### config.mk
export PLATFORM = sky130hd
export DESIGN_NAME = down_count_monitor
export DESIGN_NICKNAME = d
export VERILOG_FILES = /design/src/rtl/down_count_monitor.sv
export SDC_FILE = /design/constraint.sdc
export NUM_CORES = 1
export LEC_CHECK = 0
export CAP_MARGIN = 10
export CORE_UTILIZATION = 48
export CTS_BUF_LIST = sky130_fd_sc_hd__clkbuf_4
export CTS_CLUSTER_DIAMETER = 120
export DETAILED_ROUTE_END_ITERATION = 12
export PLACE_DENSITY = 0.82
export SLEW_MARGIN = 30
export SYNTH_ARGS = -nofsm -noshare
export SYNTH_HDL_FRONTEND = slang
export SYNTH_SLANG_ARGS = --single-unit
### constraint.sdc
create_clock -name clk -period 1.9 [get_ports clk]
set_input_delay 0.285 -clock clk [delete_from_list [all_inputs] [get_ports clk]]
set_output_delay 0.285 -clock clk [all_outputs]
set_load 0.01 [all_outputs]
### src/rtl/down_count_monitor.sv
// rtl/down_count_monitor.sv - step/lock/wrap checker for a down counter's output bus; optional macro DCM_STALL_TOLERATE_EN
module down_count_monitor #(
    parameter int WIDTH       = 4,
    parameter int ERR_CNT_W   = 8,
    parameter int WRAP_CNT_W  = 8,
    parameter int LOCK_THRESH = 2
) (
    input  logic                  clk,
    input  logic                  rst,
    input  logic [WIDTH-1:0]      count_in,
    input  logic                  sample_en,
    input  logic                  clear,
    output logic                  locked,
    output logic                  step_err,
    output logic                  wrap_pulse,
    output logic                  err_flag,
    output logic [ERR_CNT_W-1:0]  err_count,
    output logic [WRAP_CNT_W-1:0] wrap_count
);

    typedef enum logic [1:0] {
        ST_EMPTY   = 2'd0,
        ST_ACQUIRE = 2'd1,
        ST_LOCKED  = 2'd2
    } state_t;

    localparam logic [3:0] THRESH = 4'(LOCK_THRESH);

    state_t                state_q, state_d;
    logic [WIDTH-1:0]      prev_q, prev_d;
    logic [3:0]            good_run_q, good_run_d;
    logic                  locked_q, locked_d;
    logic                  step_err_q, step_err_d;
    logic                  wrap_q, wrap_d;
    logic                  err_flag_q, err_flag_d;
    logic [ERR_CNT_W-1:0]  err_count_q, err_count_d;
    logic [WRAP_CNT_W-1:0] wrap_count_q, wrap_count_d;

    logic [WIDTH-1:0]      prev_dec;
    logic                  step_good;
    logic                  is_wrap;
    logic                  stall_hold;

    assign prev_dec  = prev_q - WIDTH'(1);
    assign step_good = (count_in == prev_dec);
    assign is_wrap   = (prev_q == '0) && (count_in == '1);

`ifdef DCM_STALL_TOLERATE_EN
    // A repeated value is treated as the counter pausing: nothing moves.
    assign stall_hold = (count_in == prev_q);
`else
    assign stall_hold = 1'b0;
`endif

    // Next-state: FSM advances only on sampled cycles; clear overrides the counters and flag.
    always_comb begin
        state_d      = state_q;
        prev_d       = prev_q;
        good_run_d   = good_run_q;
        step_err_d   = 1'b0;
        wrap_d       = 1'b0;
        err_flag_d   = err_flag_q;
        err_count_d  = err_count_q;
        wrap_count_d = wrap_count_q;

        if (sample_en) begin
            case (state_q)
                ST_EMPTY: begin
                    prev_d     = count_in;
                    good_run_d = 4'd0;
                    state_d    = ST_ACQUIRE;
                end
                default: begin
                    if (!stall_hold) begin
                        prev_d = count_in;
                        if (is_wrap) begin
                            wrap_d       = 1'b1;
                            wrap_count_d = wrap_count_q + WRAP_CNT_W'(1);
                        end
                        if (step_good) begin
                            if (state_q == ST_ACQUIRE) begin
                                good_run_d = good_run_q + 4'd1;
                                if (good_run_q + 4'd1 == THRESH) begin
                                    state_d = ST_LOCKED;
                                end
                            end
                        end else begin
                            good_run_d = 4'd0;
                            if (state_q == ST_LOCKED) begin
                                step_err_d = 1'b1;
                                err_flag_d = 1'b1;
                                state_d    = ST_ACQUIRE;
                                if (err_count_q != '1) begin
                                    err_count_d = err_count_q + ERR_CNT_W'(1);
                                end
                            end
                        end
                    end
                end
            endcase
        end

        if (clear) begin
            err_flag_d   = 1'b0;
            err_count_d  = '0;
            wrap_count_d = '0;
        end

        locked_d = (state_d == ST_LOCKED);
    end

    // State and output registers with synchronous reset.
    always_ff @(posedge clk) begin
        if (rst) begin
            state_q      <= ST_EMPTY;
            prev_q       <= '0;
            good_run_q   <= 4'd0;
            locked_q     <= 1'b0;
            step_err_q   <= 1'b0;
            wrap_q       <= 1'b0;
            err_flag_q   <= 1'b0;
            err_count_q  <= '0;
            wrap_count_q <= '0;
        end else begin
            state_q      <= state_d;
            prev_q       <= prev_d;
            good_run_q   <= good_run_d;
            locked_q     <= locked_d;
            step_err_q   <= step_err_d;
            wrap_q       <= wrap_d;
            err_flag_q   <= err_flag_d;
            err_count_q  <= err_count_d;
            wrap_count_q <= wrap_count_d;
        end
    end

    assign locked     = locked_q;
    assign step_err   = step_err_q;
    assign wrap_pulse = wrap_q;
    assign err_flag   = err_flag_q;
    assign err_count  = err_count_q;
    assign wrap_count = wrap_count_q;

endmodule

### I/O nets highlighted, run 1

The bar under the picture is 20 um long.
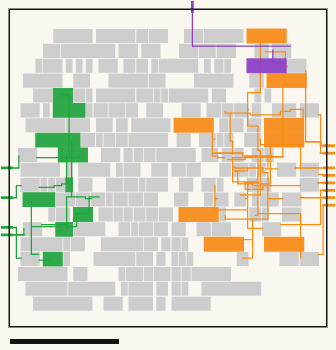
err_count: in orange, bits 8, direction output, end cells 8, buffers 8, wire 340 um. count_in: in green, bits 4, direction input, end cells 10, buffers 5, wire 107 um. step_err: in purple, bits 1, direction output, end cells 1, buffers 1, wire 28.9 um.
Port Buffers: 27
Ports: 28

### Power grid, run 1

The bar under the picture is 20 um long. Pins as bars on the die edge. Tap cells in grey.
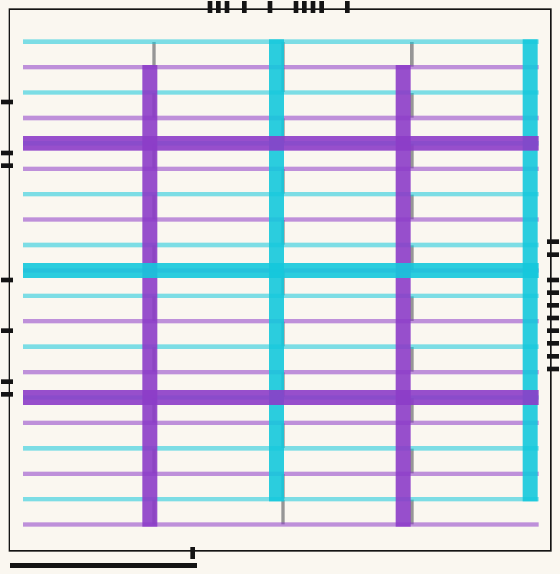
VDD: in cyan. VSS: in purple.
20 met1 rails follow the rows. 28 signal pins sit on the boundary. The core has 19 rows. 3 straps on met5. 4 straps on met4.
peak supply drop: 0.000876 V
Die X: 57.8 um
Die Ht: 57.8 um
core area: 2850 um^2

### Cell density map, run 1

The bar under the picture is 20 um long. The die is cut into 12 by 12 equal tiles; white is low, dark blue is high, 0 to 100% covered.
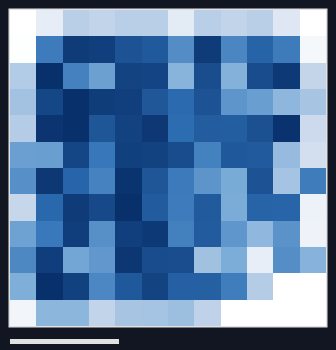
The fullest tile reaches 100%. 6.2% of the tiles are nearly empty. The densest ninth of the die: centre. The emptiest ninth of the die: south-east.
post-layout util: 72.5%
floorplan utilization: 52.4%

==> CHANGELOG.md, run 1 <==
### Physical design

* Final WS setup at 0.0365 ns
* Hold Crit Endpoint: err_flag
* Remaining DRCs at 1
* Most Crowded Layer GR: met2
* Most common cell in the netlist: dfxtp_1
* Cts bufs inserted at 5
* Mapped Nets at 179
* CTS tree: yes
* Switching Share at 21.9%
* Status: complete, but fails checks
* Combinational share of power at 11.5%
* Tcrit/Tclk final at 98.1%
* Max-area cell share at 40.2%
* Dominant kind of cell by area: logic gates
* Hold WC Path Type: register to register
* Ys async rst share at 0%
* Vias in the first global route at 1370
* AND-OR/OR-AND Cells, Area Fraction at 14.1%
* Multi-In Gates at 120
* Crit path max-delay family: buffers and inverters
* Worst EP arrival at 2.13 ns
* Pwr per Cell Area at 696 nW/um^2
* M1 WL at 1500 um
* Hold WS at 0.462 ns
* Reg-to-reg critical path startpoint: prev_q[2]
* Violated checks: design-rule violations
* H-tree depth at 2
* Share of cells above drive strength 1 at 19.6%
* Area Growth Syn to Fin at 38.4%
* Top sig layer: met4
* DRT Pass-1 Iters at 11
* Slowest CP cell: clkdlybuf4s50_1
* Post-CTS Repair Setup Buffers at 0
* Total power at 1440 uW
* Met2 global-route usage at 41.9%
* CP endpoint kind: register
* Placed Area at 1910 um^2
* ANT cells at 0
* Worst R2R Setup Slack at 0.06 ns
==> run 2, diff against run 1 <==
--- a/config.mk
+++ b/config.mk
@@ -5,13 +5,12 @@
 export SDC_FILE = /design/constraint.sdc
 export NUM_CORES = 1
 export LEC_CHECK = 0
-export CAP_MARGIN = 10
 export CORE_UTILIZATION = 48
 export CTS_BUF_LIST = sky130_fd_sc_hd__clkbuf_4
 export CTS_CLUSTER_DIAMETER = 120
 export DETAILED_ROUTE_END_ITERATION = 12
+export GPL_ROUTABILITY_DRIVEN = 0
 export PLACE_DENSITY = 0.82
-export SLEW_MARGIN = 30
 export SYNTH_ARGS = -nofsm -noshare
 export SYNTH_HDL_FRONTEND = slang
 export SYNTH_SLANG_ARGS = --single-unit
### Sequential cells grouped by signal name, run 2

The bar under the picture is 20 um long.
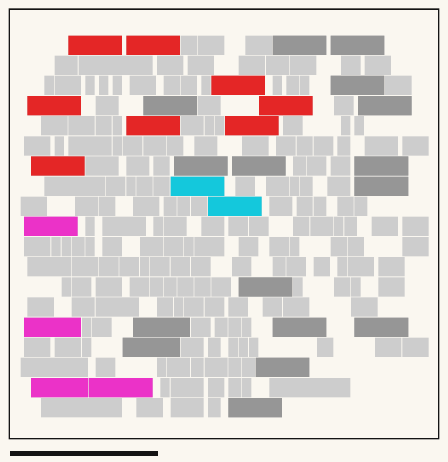
wrap_count: in red, placed flops 8. state_q: in cyan, placed flops 2. prev_q: in magenta, placed flops 4, where south-west.
flop share of the area: 29.5%
P_seq: 642 uW
FF+latch area: 609 um^2

==> run 2 against run 1 <==
Effect of this change: the run still ends with design-rule violations left; clock skew is the same; sequential cell count is the same; first-iteration DRC count is the same; final cell count is the same.
==> CHANGELOG.md, run 2 <==
### Physical design

* Status: complete, but fails checks
* Violated checks: design-rule violations
* Largest net degree at the start of global routing at 12
* Crit path max-delay family: buffers and inverters
* Top sig layer: met4
* Worst EP arrival at 2.13 ns (about the same)
* Pwr per Cell Area at 696 nW/um^2 (unchanged)
* ANT cells at 0 (unchanged)
* Placed cells at 236
* Multi-In Gates at 120 (unchanged)
* Combinational share of power at 11.5% (about the same)
* Port Buffers at 27 (unchanged)
* Max-area cell share at 40.2% (unchanged)
* Combinational gate area at 872 um^2
* Tally of OpenROAD warnings at 28
* Critical path peak fanout at 8
* Hold Crit Endpoint: err_flag
* Detail Placement HPWL at 2740 um
* CTS tree: yes
* Final WS setup at 0.0365 ns (unchanged)
* Most common logic cells in the final layout: 27 x clkdlybuf4s50_1, 25 x dfxtp_1, 18 x nor2_1, 18 x buf_4, 11 x inv_1
* Mux share at 4.02%
* Slowest CP cell: clkdlybuf4s50_1
* Drt wl/cell at 15.0 um
* Ports at 28 (unchanged)
* CTS Root Cell: clkbuf_4
* Hold WS at 0.462 ns (unchanged)
* CP endpoint kind: register
* Non-Filler Instances at 245
* Highest clock rate at 0.537 GHz
* Die Ht at 57.8 um (unchanged)
* Share of cells above drive strength 1 at 19.6% (unchanged)
* Switching Share at 21.9% (unchanged)
* Die area at 3340 um^2
* TNS Setup at 0 ns
* Reg-to-reg critical path startpoint: prev_q[2]
* Met2 global-route usage at 41.9% (unchanged)
* Final hold violation count at 0
* Xor/xnor share at 8.96%
* Cells along the critical path: clkdlybuf4s50_1 -> xnor3_1 -> nand3_2 -> buf_4 -> o21ai_2 -> or4_1 -> a21oi_1
* Ys flops at 30
* Synth top cells by count: 30 x dfxtp_1, 18 x nor2_1, 11 x inv_1
* Most common cell in the netlist: dfxtp_1
* Worst setup SP type: input pin
* Synth Seq Share at 40.2%
* Synthesized cell area at 1490 um^2
* Gate Count Post-Synth at 166
* Peak supply drop at 0.000876 V (unchanged)
* Slowest stage delay, CP at 0.52 ns
* DRT Pass-1 Iters at 11 (unchanged)
* Internal power at 1120 uW
* Post-layout util at 72.5% (unchanged)
* Ys cells at 166
* Floorplan utilization at 52.4% (unchanged)
* Tcrit/Tclk final at 98.1% (unchanged)
* Post-CTS Repair Setup Buffers at 0 (unchanged)
* Type of the worst setup path: input pin to register
* Hold WC Path Type: register to register
* H-tree depth at 2 (unchanged)
* Clock power frac at 43.9%
* EDFF count, synth at 0
* Cts bufs inserted at 5 (unchanged)
* Area Growth Syn to Fin at 38.4% (unchanged)
* AND-OR/OR-AND Cells, Area Fraction at 14.1% (unchanged)
* Mapped Nets at 179 (unchanged)
* Non-clk bufs at 45
* Placed Area at 1910 um^2 (unchanged)
* Worst R2R Setup Slack at 0.06 ns (about the same)
* Remaining DRCs at 1 (unchanged)
* Most Crowded Layer GR: met2
* Vias at 1428
* Tot GR Track Use at 24.1%
* Most common cell after layout, fill and taps aside: clkdlybuf4s50_1
* Die X at 57.8 um (unchanged)
* Leading area contributor after synthesis: dfxtp_1
* Total power at 1440 uW (unchanged)
* DRT antenna net count at 0
* Ys async rst share at 0% (unchanged)
* YS chip area at 1490 um^2
* Dominant kind of cell by area: logic gates
* M1 WL at 1500 um (unchanged)
* Clock network area share at 4.90%
* Setup crit end: err_count[4]
* Max Cap Viol at 0
* Vias in the first global route at 1370 (unchanged)
* Core area at 2850 um^2 (unchanged)
* Net switching power at 315 uW
### Cell density map, run 2

The bar under the picture is 20 um long. The die is cut into 12 by 12 equal tiles; white is low, dark blue is high, 0 to 100% covered.
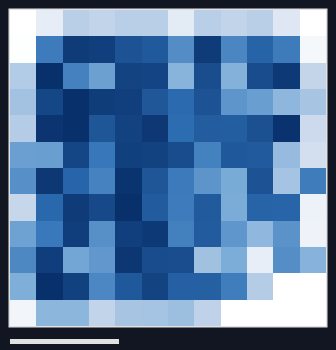
The emptiest ninth of the die: south-east. The densest ninth of the die: centre. The mean over all tiles is 61%. The fullest tile reaches 100%.

Power is estimated from default activity; no workload was simulated.
